Design bs_regfile, sky130hd; sources not shown.
run_1/detail.png
Region (24, 39) to (54, 69) um. Cells in gray, sequential cells in the stronger gray; small squares are vias.
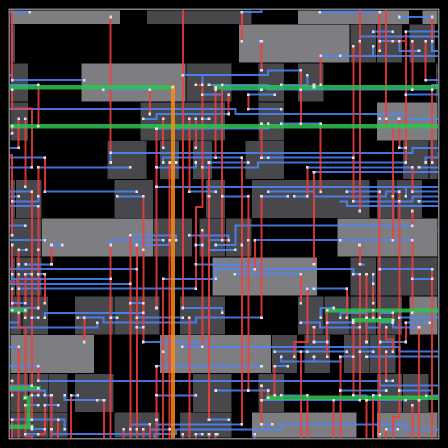
| color | layer |
|---|---|
| red | metal 2 |
| blue | metal 1 |
| green | metal 3 |
| orange | metal 4 |
sequential cells in the window: 10
cells with their middle in the window: 60
most frequent: a21oi_1 (10), nand3_1 (9), o21ai_0 (7)

run_1/congestion.png
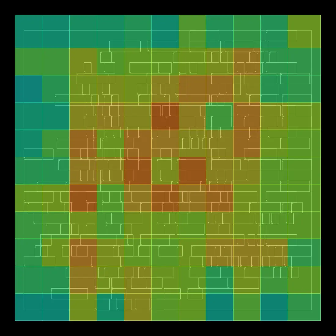
final core occ: 53.1%
GRT Util Overall: 18.2%
routed len/inst: 16.0 um
met1 Usage GRT: 24.2%
GR peak layer: met2

run_1/wires.png
(4 px per um) Two of the layers only.
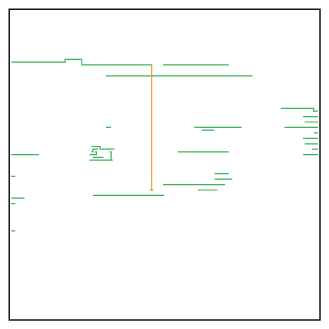
| color | layer | wire length |
|---|---|---|
| green | metal 3 | 230 um |
| orange | metal 4 | 31.3 um |
Post-Route WL: 5.22 mm
via count: 1816

run_1/layer_met1.png
(4 px per um) Supply wires on this layer in gray.
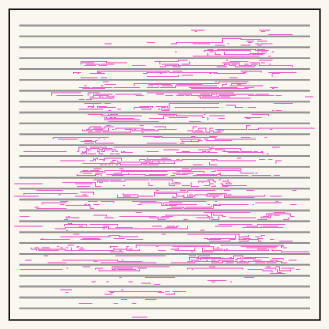
main direction: horizontal
wire length on this layer: 2430 um
share of all routed wire: 47%
nets with wire on the layer: 246
longest straight run: 23.9 um

==> impl_metrics.csv, run 1 <==
group,metric,value,unit
cts,cts_setup_buffers,9,
cells_and_area,lay_top_count,"a21oi_1",
drt,drc,0,
pwr,p_per_area,666,nW/um2
pwr,p_seq,0.999,mW
worst_setup_path,critPathBufInv,1,
outcome,violations,"negative setup slack",
final_timing,setup_violations,7,
cts,cts-htree-levels,2,
yosys,area_leaders,"dfxtp_1 (40%), mux4_2 (9.9%), a21oi_1 (7.6%)",
worst_setup_path,worstSetupPathDepth,3,
die,n_tap_cell,70,
die,die_area,5980,um2
pwr,sequentialPowerShare,54.9,%
cells_and_area,nets,270,
cells_and_area,diodes,0,
cells_and_area,n_all_buffers,51,
cells_and_area,clock_buffers,6,
place,place.gp.congestion,0.772,
worst_hold_path,hold_depth,2,
die,die_w,77.3,um
yosys,flop_cell,"dfxtp_1",
cells_and_area,comb_area,1120,um2
grt,grt_overflow_total,0,
final_timing,holdWs,436,ps
drt,met3_length,230,um
yosys,synthArstFlopShare,0,%
cts,cts_tree,"yes",
drt,topRoutingLayerUsed,"met4",
yosys,netlist_area,2040,um2
outcome,outcome,"finished, violations left",
cells_and_area,layout_top_cells,"a21oi_1 (31), nand3_1 (29), o21ai_0 (28), dfxtp_2 (23), buf_4 (23)",
cells_and_area,drive_gt1_share,35.5,%
grt,use_met2,29.3,%
die,rows,26,
final_timing,finalClockPeriodUsage,109,%
yosys,synth_cell_types,32,
final_timing,layout_setup_ws,-157,ps
==> run 2, diff against run 1 <==
--- a/config.mk
+++ b/config.mk
@@ -10,6 +10,7 @@
 export CTS_CLUSTER_DIAMETER = 120
 export DETAILED_ROUTE_END_ITERATION = 12
 export HOLD_SLACK_MARGIN = 0.02
+export RECOVER_POWER = 100
 export SYNTH_ARGS = -nofsm -noshare
 export SYNTH_HDL_FRONTEND = slang
 export SYNTH_SLANG_ARGS = --single-unit
run_2/logic_types.png
(6 px per um)
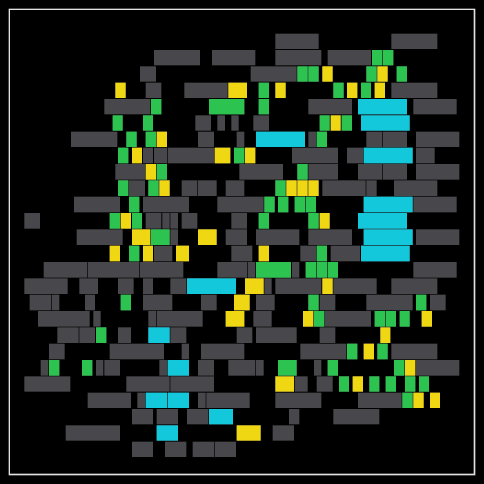
| color | family | cells | most used |
|---|---|---|---|
| yellow | nand cells | 39 | nand3_1 |
| green | aoi and oai cells | 63 | a21oi_1 |
| cyan | mux cells | 15 | mux4_2 |
final non-filler cell total: 326
multi-input combinational area share: 41.4%
most used logic cell in the final layout: a21oi_1

run_2/wires.png
(4 px per um) Two of the layers only.
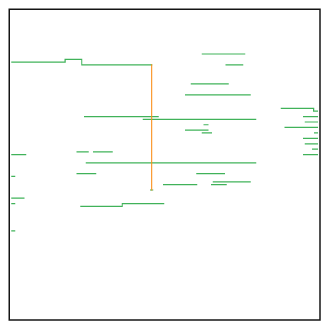
| color | layer | wire length |
|---|---|---|
| green | metal 3 | 281 um |
| orange | metal 4 | 31.3 um |
via count: 1817
Post-Route WL: 5.22 mm
routed len/inst: 16.0 um

run_2/detail.png
Region (24, 39) to (54, 69) um. Cells in gray, sequential cells in the stronger gray; small squares are vias.
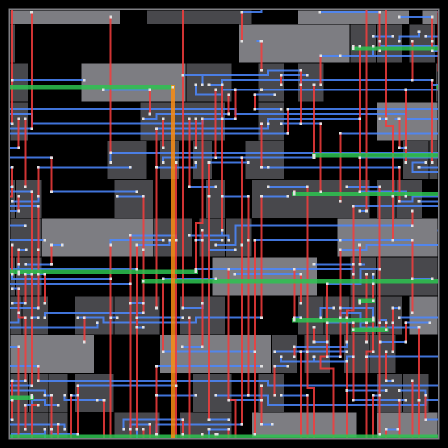
| color | layer |
|---|---|
| red | metal 2 |
| orange | metal 4 |
| green | metal 3 |
| blue | metal 1 |
cells with their middle in the window: 60
sequential cells in the window: 10
most frequent: a21oi_1 (10), nand3_1 (9), o21ai_0 (7)

==> run 2 against run 1 <==
  * The run still ends with negative setup slack left
  * Setup slack better by 1.5 ps
  * Critical path type unchanged
  * Non-clock buffer count unchanged
  * Largest power group unchanged
  * Synthesized area unchanged
  * Via count about the same
  * Sequential cell count unchanged
  * Routed wire length about the same
  * Highest routed layer unchanged
  * Sequential share of layout area up 0.41 points
  * Synthesized cell count unchanged
  * Global-route usage unchanged
==> impl_metrics.csv, run 2 <==
group,metric,value,unit
place,io_buffers,24,
yosys,area_leaders,"dfxtp_1 (40%), mux4_2 (9.9%), a21oi_1 (7.6%)",
pwr,p_per_area,670,nW/um2
cells_and_area,layout_top_cells,"a21oi_1 (31), nand3_1 (29), o21ai_0 (28), buf_4 (24), dfxtp_2 (23)",
die,die_w,77.3,um
cts,cts_setup_buffers,9,
pwr,sequentialPowerShare,55.3,%
worst_hold_path,hold_depth,2,
place,place.gp.congestion,0.772,
grt,use_met2,29.3,%
die,n_tap_cell,70,
drt,topRoutingLayerUsed,"met4",
worst_setup_path,critPathBufInv,1,
final_timing,holdWs,436,ps
die,rows,26,
pwr,p_seq,0.998,mW
cells_and_area,diodes,0,
cts,cts_tree,"yes",
outcome,outcome,"finished, violations left",
final_timing,setup_violations,7,
cells_and_area,nets,270,
outcome,violations,"negative setup slack",
yosys,flop_cell,"dfxtp_1",
drt,met3_length,280,um
final_timing,finalClockPeriodUsage,109,%
cells_and_area,n_all_buffers,51,
cells_and_area,post-route-util,52.4,%
die,die_area,5980,um2
cells_and_area,design_area,2700,um2
yosys,synth_cell_types,32,
cts,cts-htree-levels,2,
drt,drc,0,
grt,busiest_layer,"met2",
grt,grt_overflow_total,0,
yosys,synthArstFlopShare,0,%
worst_setup_path,worstSetupPathDepth,3,
cells_and_area,comb_area,1110,um2
final_timing,layout_setup_ws,-156,ps
No activity file was given, so power comes from the tool's default toggle rates.
